### config.mk
export PLATFORM = sky130hd
export DESIGN_NAME = fetch_stage
export DESIGN_NICKNAME = d
export VERILOG_FILES = /design/src/rtl/fetch_stage_pkg.sv /design/src/rtl/fetch_pc_reg.sv /design/src/rtl/fetch_stage.sv
export SDC_FILE = /design/constraint.sdc
export NUM_CORES = 1
export LEC_CHECK = 0
export ABC_AREA = 1
export CORE_MARGIN = 1.5
export CORE_UTILIZATION = 38
export CTS_CLUSTER_DIAMETER = 30
export CTS_CLUSTER_SIZE = 14
export DETAILED_ROUTE_END_ITERATION = 10
export GPL_TIMING_DRIVEN = 1
export HOLD_SLACK_MARGIN = 0.12
export PLACE_DENSITY = 0.68
export RECOVER_POWER = 100
export SYNTH_ARGS = -nofsm -noshare
export SYNTH_HDL_FRONTEND = slang
export SYNTH_SLANG_ARGS = --single-unit
### constraint.sdc
create_clock -name CLK -period 2.8 [get_ports CLK]
set_input_delay 0.56 -clock CLK [delete_from_list [all_inputs] [get_ports CLK]]
set_output_delay 0.56 -clock CLK [all_outputs]
set_load 0.01 [all_outputs]
### src/rtl/fetch_stage_pkg.sv
// Shared definitions for the fetch stage.
//   INSTR_W      : instruction / address width
//   NOP_INSTR    : canonical no-op (addi x0,x0,0) used for bubbles and flushes
//   fetch_state_e: fetch FSM states (REQ, HOLD, DROP)
package fetch_stage_pkg;

  localparam int INSTR_W = 32;

  localparam logic [INSTR_W-1:0] NOP_INSTR = 32'h0000_0013;

  typedef enum logic [1:0] {
    REQ  = 2'd0,
    HOLD = 2'd1,
    DROP = 2'd2
  } fetch_state_e;

endpackage

### src/rtl/fetch_pc_reg.sv
// Program counter register for the fetch stage.
// Ports:
//   CLK, RST_N   : clock, asynchronous active-low reset
//   redirect     : load redirectAddr (has priority over advance)
//   redirectAddr : redirect target, used exactly as given (bits [1:0] included)
//   advance      : step the PC by 4 (wraps modulo 2^32)
//   pc           : current PC
module fetch_pc_reg
  import fetch_stage_pkg::*;
#(
  parameter logic [INSTR_W-1:0] RESET_VECTOR = 32'h0000_0000
) (
  input  logic               CLK,
  input  logic               RST_N,
  input  logic               redirect,
  input  logic [INSTR_W-1:0] redirectAddr,
  input  logic               advance,
  output logic [INSTR_W-1:0] pc
);

  always_ff @(posedge CLK or negedge RST_N) begin
    if (!RST_N) begin
      pc <= RESET_VECTOR;
    end else if (redirect) begin
      pc <= redirectAddr;
    end else if (advance) begin
      pc <= pc + 32'd4;
    end
  end

endmodule

### src/rtl/fetch_stage.sv
// Instruction fetch stage: issues fetches to instruction memory, buffers a
// returned instruction while decode is stalled, and handles redirects.
// Ports:
//   CLK, RST_N    : clock, asynchronous active-low reset
//   pc_write      : PC may advance when an instruction is handed to decode
//   decodeIR_en   : decode register may load
//   flush, target : redirect request and its address
//   imem_req/addr : fetch request and address
//   imem_ack/rdata: fetch completion and returned instruction
//   decodeIR_out, decode_pc, decode_valid : decode-stage instruction register
//   fsmState      : current FSM state (debug visibility)
// Build option: define FETCH_BUBBLE_EN to write a NOP into the decode
// register on cycles where decode is enabled but no instruction arrives;
// otherwise the old contents stay and only decode_valid drops.
//
// Memory handshake: imem_req is held high with a stable imem_addr until a
// cycle where imem_ack is high; that cycle completes the fetch and imem_rdata
// is sampled in it. imem_ack while imem_req is low is ignored. Ack may come
// in the very first cycle imem_req is high.
module fetch_stage
  import fetch_stage_pkg::*;
#(
  parameter logic [INSTR_W-1:0] RESET_VECTOR = 32'h0000_0000
) (
  input  logic               CLK,
  input  logic               RST_N,
  input  logic               pc_write,
  input  logic               decodeIR_en,
  input  logic               flush,
  input  logic [INSTR_W-1:0] target,
  output logic               imem_req,
  output logic [INSTR_W-1:0] imem_addr,
  input  logic               imem_ack,
  input  logic [INSTR_W-1:0] imem_rdata,
  output logic [INSTR_W-1:0] decodeIR_out,
  output logic [INSTR_W-1:0] decode_pc,
  output logic               decode_valid,
  output logic [1:0]         fsmState
);

  fetch_state_e       state;
  logic               imemReqQ;
  logic [INSTR_W-1:0] holdReg;
  logic [INSTR_W-1:0] dropAddr;
  logic [INSTR_W-1:0] pc;
  logic               ackValid;
  logic               pcAdvance;

  // Acks only count against an outstanding request (stale responses from
  // before reset are ignored because imemReqQ resets low).
  assign ackValid = imem_ack && imemReqQ;

  // PC steps only when an instruction actually enters decode.
  assign pcAdvance = pc_write && !flush && decodeIR_en &&
                     ((state == REQ && ackValid) || state == HOLD);

  fetch_pc_reg #(
    .RESET_VECTOR(RESET_VECTOR)
  ) u_pc (
    .CLK         (CLK),
    .RST_N       (RST_N),
    .redirect    (flush),
    .redirectAddr(target),
    .advance     (pcAdvance),
    .pc          (pc)
  );

  // While dropping, the already-issued request must stay on the bus unchanged
  // even though the PC has moved to the redirect target.
  assign imem_addr = (state == DROP) ? dropAddr : pc;
  assign imem_req  = imemReqQ;
  assign fsmState  = state;

  always_ff @(posedge CLK or negedge RST_N) begin
    if (!RST_N) begin
      state        <= REQ;
      imemReqQ     <= 1'b0;
      decodeIR_out <= NOP_INSTR;
      decode_pc    <= '0;
      decode_valid <= 1'b0;
      holdReg      <= '0;
      dropAddr     <= '0;
    end else begin
      unique case (state)
        REQ: begin
          if (flush) begin
            decodeIR_out <= NOP_INSTR;
            decode_valid <= 1'b0;
            holdReg      <= '0;
            imemReqQ     <= 1'b1;
            // A request still in flight must be completed and its data thrown away.
            if (imemReqQ && !imem_ack) begin
              state    <= DROP;
              dropAddr <= pc;
            end
          end else if (ackValid) begin
            if (decodeIR_en) begin
              decodeIR_out <= imem_rdata;
              decode_pc    <= pc;
              decode_valid <= 1'b1;
              imemReqQ     <= 1'b1;
            end else begin
              holdReg  <= imem_rdata;
              state    <= HOLD;
              imemReqQ <= 1'b0;
            end
          end else begin
            imemReqQ <= 1'b1;
            if (decodeIR_en) begin
`ifdef FETCH_BUBBLE_EN
              decodeIR_out <= NOP_INSTR;
`endif
              decode_valid <= 1'b0;
            end
          end
        end
        HOLD: begin
          if (flush) begin
            decodeIR_out <= NOP_INSTR;
            decode_valid <= 1'b0;
            holdReg      <= '0;
            state        <= REQ;
            imemReqQ     <= 1'b1;
          end else if (decodeIR_en) begin
            decodeIR_out <= holdReg;
            decode_pc    <= pc;
            decode_valid <= 1'b1;
            state        <= REQ;
            imemReqQ     <= 1'b1;
          end
        end
        DROP: begin
          if (flush) begin
            decodeIR_out <= NOP_INSTR;
            decode_valid <= 1'b0;
            holdReg      <= '0;
          end
          // The stale response ends the drop even if a new flush arrives in the
          // same cycle; the PC already holds the newest target.
          if (ackValid) begin
            state <= REQ;
          end
        end
        default: begin
          state    <= REQ;
          imemReqQ <= 1'b1;
        end
      endcase
    end
  end

endmodule

Run 1, signal wires on met3:
The bar under the picture is 50 um long.
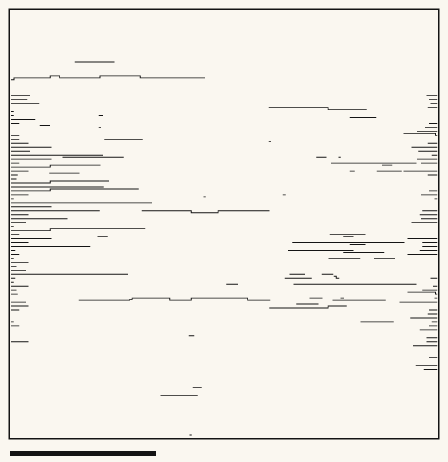
wire length on this layer: 1410 um
nets with wire on the layer: 132
main direction: horizontal

Run 1, cell density map:
15 x 15 tiles, from white (low) to dark blue (high), 0 to 100% covered.
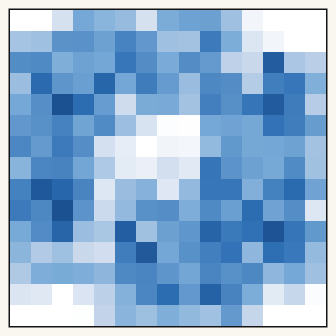
nearly empty tiles: 8.4%
fullest tile: 87%
tiles over 75% full: 8.0%
mean over tiles: 47%

Run 1, the metal 2 layer:
The bar under the picture is 50 um long.
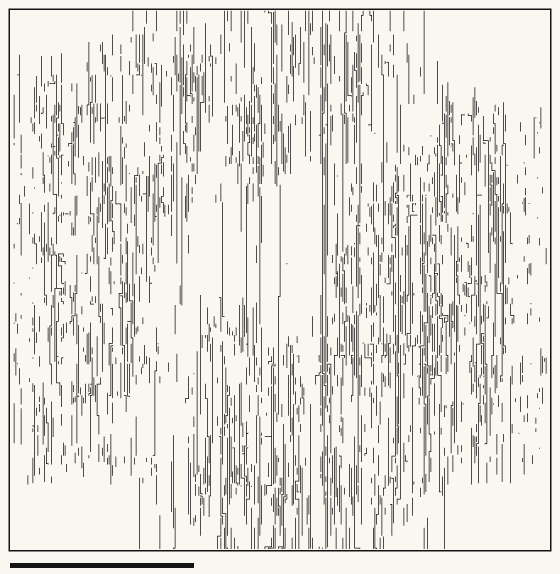
wire length on this layer: 10100 um
longest straight run: 70.7 um
main direction: vertical
share of all routed wire: 48%
nets with wire on the layer: 947

Run 1, cell classes on the final placement:
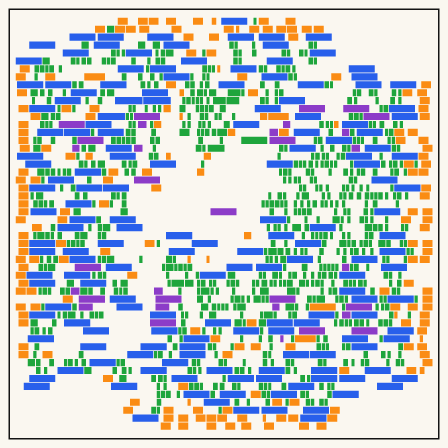
| color | class | cells | share of their area |
|---|---|---|---|
| orange | remaining buffers and delay cells | 189 | 18% |
| blue | registers | 164 | 41% |
| purple | clock drivers and dummy loads | 32 | 5.5% |
| green | remaining logic cells | 764 | 35% |
Rows: 52
cell area after layout: 10370 um^2
Util after Layout: 51.25%
Seq/total area: 39.61%
CORE AREA: 20230 um^2

==> results.cfg, run 1 <==
; flow metrics
[critical_path]
critPathCaptureType = output port
startpoint_type = flip-flop
r2r-start = fsmState[1]
crit_arrival_ns = 2.16
crit_slowest_cell = clkdlybuf4s50_1
worstPathRequired_ns = 2.24
critPathKind = flip-flop to output port

[power]
powerDensity_nw_per_um2 = 1083
finalPower_mw = 11.23
p_leak_nw = 4.575

[global_routing]
grt_util_all_layers_pct = 20.06
first_global_vias = 6779
antenna_found_initial = 0

[flow_run]
drv_cap = 0
warnings = 29

[timing]
finalHoldViolCount = 0
clock.fmax_ghz = 0.3670
hold_ws_ns = 0.4705
fin_skew_ns = 0.007212
setup_viol = 0
max_slew.worst_pin.slew_ns = 1.433
finalCritPeriodShare_pct = 97.31
max-slew-margin-rel_pct = 4.461
finalCriticalPeriod_ns = 2.725

[clock_tree]
cts_root_buffer = clkbuf_16
clock_path_buffers = 2
clk_pin_slew_ns = 0.07
htreeDepth = 4
clock-sinks = 164
clk_latency_ns = 0.43
cts_tree = yes

[floorplan]
die_area_um2 = 21510
die_w_um = 146.7

[synth]
yosys.area_share.xor_xnor_pct = 1.117
compound_area_share_pct = 14.73
ys_seq_elements = 164
syn_area_um2 = 7843
ys_seq_share_pct = 52.38
ys_sh_adder_pct = 0.7977
yosys_area_um2 = 7843
largest_area_cell = dfrtp_1
syn_area_per_cell_um2 = 8.003
top_area_share_pct = 51.37
syn_nets = 1055
muxShareOfSynthArea_pct = 0

[run_status]
status = completed

[hold_path]
hold_class = flip-flop to flip-flop

[final_layout]
logic_gates = 692
bufAreaShareNonClock_pct = 17.70
seqCellArea_um2 = 4108
fillerInstances = 1943
final-clk-cell-share_pct = 5.357
nonClockBufferCount = 189
combGateArea_um2 = 3263
inverters_excl_clock = 72

[route]
wl_met1_um = 9302
wl_met2_um = 10110
drt-wirelength-per-cell_um = 14.84
routed_wl_um = 21050
highest_layer = met4

[place]
place_congestion = 0.8545
run 1: final timing paths:
check / end / slack [ns] / depth (start not counted)
max: imem_addr[4] / 0.08 / 5
max in group asynchronous: decodeIR_out[11] / 0.42 / 3
min in group asynchronous: decode_pc[18] / 1.01 / 2
min: decodeIR_out[1] / 0.47 / 2
min reg2reg: decodeIR_out[1] / 0.47 / 2
max reg2reg: decodeIR_out[18] / 0.29 / 10
run 1: sequential cells by signal (all words and copies together), names as in the netlist:
name,cells
dropAddr,32
imem_req,1
u_pc.pc,32
holdReg,32
decode_pc,32
fsmState,2
decodeIR_out,32
decode_valid,1
run 1: per-layer routing:
metal / vias to the layer above / GRT usage (%)
met1: 3311 / 25.65
met3: 16 / 6.031
li1: 3509 / -
met5: - / 0
met2: 194 / 32.88
met4: 0 / 5.758
run 1: where the power goes:
| part | switching, mW | internal [mW] | leakage (nW) | total (mW) |
|---|---|---|---|---|
| Clock | 1.00 | 1.20 | 0.256 | 2.20 |
| Sequential | 0.598 | 3.43 | 2.03 | 4.02 |
| Combinational | 2.70 | 2.31 | 2.29 | 5.01 |
| Total | 4.30 | 6.93 | 4.58 | 11.2 |
run 1: layout by cell type (no fill, tap or decap), types with 2 or more instances in the layout:
cell type and instances:
clkbuf_16 18, a31oi_1 2, o21a_1 29, clkbuf_1 9, ha_1 4, o21bai_1 4, clkdlybuf4s50_1 152, o21ai_0 125
buf_4 5, clkbuf_2 3, nand3_1 103, nand4_1 2, inv_2 3, clkdlybuf4s25_1 3, dlygate4sd3_1 8, clkinvlp_4 5
buf_12 3, clkbuf_8 2, inv_1 69, clkinv_4 4, dfrtp_1 161, dfstp_2 3, nor2_1 69, nand2_1 277
clkbuf_4 3, nor2_2 8, o22ai_1 2, o211ai_1 7, buf_2 2, o21ai_1 5, a21oi_1 32, inv_6 3
nor3_1 6, xor2_1 9
run 1: repair_timing:
item                                   in CTS  in global routing
hold buffers                                1                  0
setup buffers                               0                  0
gates resized                               0                  9
setup endpoints to repair                   0                 23
endpoints found under the hold margin      50                  0
run 1: worst register-to-register path: stages, from the launching register on:
cell and delay [ns]:
dfrtp_1 0.43, inv_1 0.11, ha_1 0.25, inv_1 0.18, nor2_1 0.09, o21ai_0 0.09
nand2_1 0.14, inv_1 0.41, clkbuf_4 0.45, nand3_1 0.13, o21a_1 0.13
run 1: metrics by stage:
| step | std cells | setup slack [ns] | TNS [ns] |
|---|---|---|---|
| detailed placement | 1385 | 0.3445 | 0 |
| CTS | 1418 | 0.01990 | 0 |
| global route | 1419 | -0.01207 | -0.03117 |
| floorplan | 980 | 0.7854 | 0 |
| global placement | 1385 | 0.3628 | 0 |
| finish | 1419 | 0.07519 | 0 |
run 1: cells in the mapped netlist, types with 3 or more instances:
cell type / count
nor2_2: 7
ha_1: 5
a21oi_1: 32
nor3_1: 6
inv_1: 66
nand3_1: 104
o21ai_1: 15
o21a_1: 29
nand2_1: 277
dfrtp_1: 161
xor2_1: 9
dfstp_2: 3
clkbuf_1: 26
o211ai_1: 7
nor2_1: 70
o21bai_1: 4
o21ai_0: 115
inv_2: 6
buf_2: 24
--- run 2 (diff from run 1) ---
--- a/config.mk
+++ b/config.mk
@@ -9,7 +9,7 @@
 export CORE_MARGIN = 1.5
 export CORE_UTILIZATION = 38
 export CTS_CLUSTER_DIAMETER = 30
-export CTS_CLUSTER_SIZE = 14
+export CTS_CLUSTER_SIZE = 10
 export DETAILED_ROUTE_END_ITERATION = 10
 export GPL_TIMING_DRIVEN = 1
 export HOLD_SLACK_MARGIN = 0.12
==> run 2 against run 1 <==
  * Worst hold slack stayed put
  * Largest cell class unchanged
  * Critical path type unchanged
  * Synthesized cell count stayed put
  * Critical path depth stayed put
  * Design area stayed put
  * Highest routed layer unchanged
  * Fmax stayed put
  * Non-clock buffer count stayed put
  * Sequential share of layout area stayed put
==> results.cfg, run 2 <==
; flow metrics
[run_status]
status = completed

[final_layout]
combGateArea_um2 = 3263
finish.utilization_pct = 51.25
seqCellArea_um2 = 4108
fin_area_um2 = 10370
instances_no_fill = 1419
lay_top_count = nand2_1
layout_top_cells = nand2_1, dfrtp_1, clkdlybuf4s50_1, o21ai_0, nand3_1

[clock_tree]
clock-sinks = 164
clk_pin_slew_ns = 0.07
postCtsSetupRepairBufs = 0
htreeDepth = 4
clk_latency_ns = 0.43
cts_tree = yes
clock_path_buffers = 2
cts_root_buffer = clkbuf_16
cts_inserted_buffers = 17

[synth]
synth_cell_type_count = 30
ys_seq_elements = 164
ys_seq_share_pct = 52.38
synth_top_cell_by_count = nand2_1
syn_area_per_cell_um2 = 8.003
top_cells_by_count = nand2_1, dfrtp_1, o21ai_0
syn_nets = 1055
top_area_share_pct = 51.37
syn_area_um2 = 7843
yosys_area_um2 = 7843

[floorplan]
core_um2 = 20230
die_area_um2 = 21510
die_h_um = 146.7
die_w_um = 146.7
fp-utilization_pct = 38.76

[timing]
setup_viol = 0
drv_slew = 0
fin_ws_ns = 0.07519
hold_ws_ns = 0.4705
max-slew-margin-rel_pct = 4.461
max_slew.worst_pin.slew_ns = 1.433
tns_ns = 0
finalCritPeriodShare_pct = 97.31
finalHoldViolCount = 0
clock.fmax_ghz = 0.3670
fin_skew_ns = 0.007212
finalCriticalPeriod_ns = 2.725

[critical_path]
cp_max_fo = 27
critPathCaptureType = output port
critPathKind = flip-flop to output port
reg2reg_depth = 10
worstPathRequired_ns = 2.24
crit_arrival_ns = 2.16
rrSetupSlack_ns = 0.29
startpoint_type = flip-flop

[route]
drt-wirelength-per-cell_um = 14.84
routed_wl_um = 21050

[power]
ir_worst_vdd_mv = 0.6393
p_leak_nw = 4.575
finalPower_mw = 11.23
powerDensity_nw_per_um2 = 1083

[global_routing]
grt_util_all_layers_pct = 20.06
first_global_vias = 6779
antenna_found_initial = 0
grt_pass1_wl_um = 34390

[flow_run]
warnings = 29
drv_cap = 0

[hold_path]
hold_class = flip-flop to flip-flop
hold_depth = 2

[place]
post-place-ws_ns = 0.3445
place_congestion = 0.8545
post-place-cells = 1385
## run 2: metal layers
metal  vias up  share of wire, %  track usage (%)
li1       3509                 -                -
met1      3311                44            25.65
met2       194                48            32.88
met3        16               6.7            6.031
met4         0               1.1            5.758
met5         -                 0                0
## run 2: kinds of logic (layout without fill, tap and decap cells)
| logic type | count (synthesis) | in the layout | share of synthesized area [%] |
|---|---|---|---|
| XOR/XNOR | 10 | 10 | 1.117 |
| AND-OR/OR-AND | 208 | 208 | 14.73 |
| AND/OR/NAND/NOR | 469 | 469 | 24.62 |
| buffers and inverters | 124 | 293 | 6.366 |
| adder cells (fa/ha/maj) | 5 | 5 | 0.7977 |
| flip-flops | 164 | 164 | 52.38 |
## run 2: timing repair
| item | 4_1_cts | 5_1_grt |
|---|---|---|
| hold buffers | 1 | 0 |
| endpoints found under the hold margin | 50 | 0 |
| setup endpoints to repair | 0 | 23 |
| resized | 0 | 9 |
## run 2: critical path: stages, from the launching register on
cell             delay [ns]
dfrtp_1                0.38
inv_1                  0.12
ha_4                   0.21
clkbuf_16              0.19
o21ai_0                0.25
clkdlybuf4s50_1        0.58
## run 2: area by class of cell
| cell class | count | area share, % |
|---|---|---|
| Inverter | 72 | 2.606 |
| Sequential cell | 164 | 39.61 |
| Tap cell | 270 | 3.258 |
| Multi-Input combinational cell | 692 | 31.47 |
| Clock inverter | 12 | 0.9532 |
| Clock buffer | 20 | 4.404 |
| Timing Repair Buffer | 189 | 17.70 |
## run 2: worst paths after layout
check / start / endpoint
worst min-delay path: decodeIR_out[1] / decodeIR_out[1]
min in group asynchronous: RST_N / decode_pc[18]
max in group asynchronous: RST_N / decodeIR_out[11]
worst max-delay path: fsmState[0] / imem_addr[4]
worst max register to register: fsmState[1] / decodeIR_out[18]
worst min register to register: decodeIR_out[1] / decodeIR_out[1]
## run 2: power by group
group          leakage [nW]  internal [mW]  switching [mW]
registers              2.03           3.43           0.598
logic                  2.29           2.31            2.70
clock network         0.256           1.20            1.00
Run 2, signal wires on met3:
The bar under the picture is 50 um long.
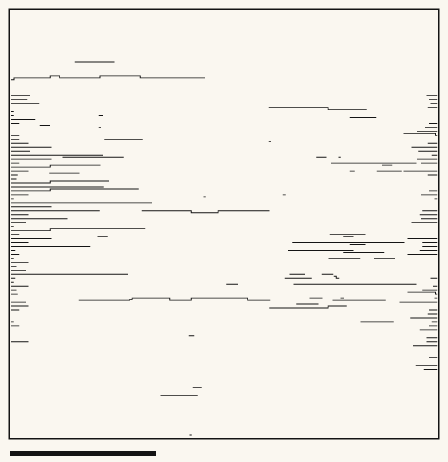
main direction: horizontal
nets with wire on the layer: 132

Run 2, placement view:
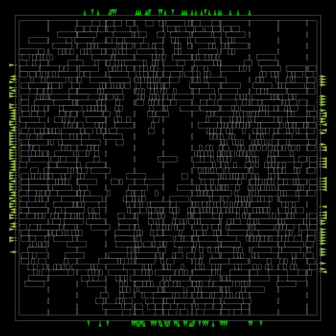
Fillers: 1943
Tap Count: 270
flop count: 164

Power is estimated from default activity; no workload was simulated.
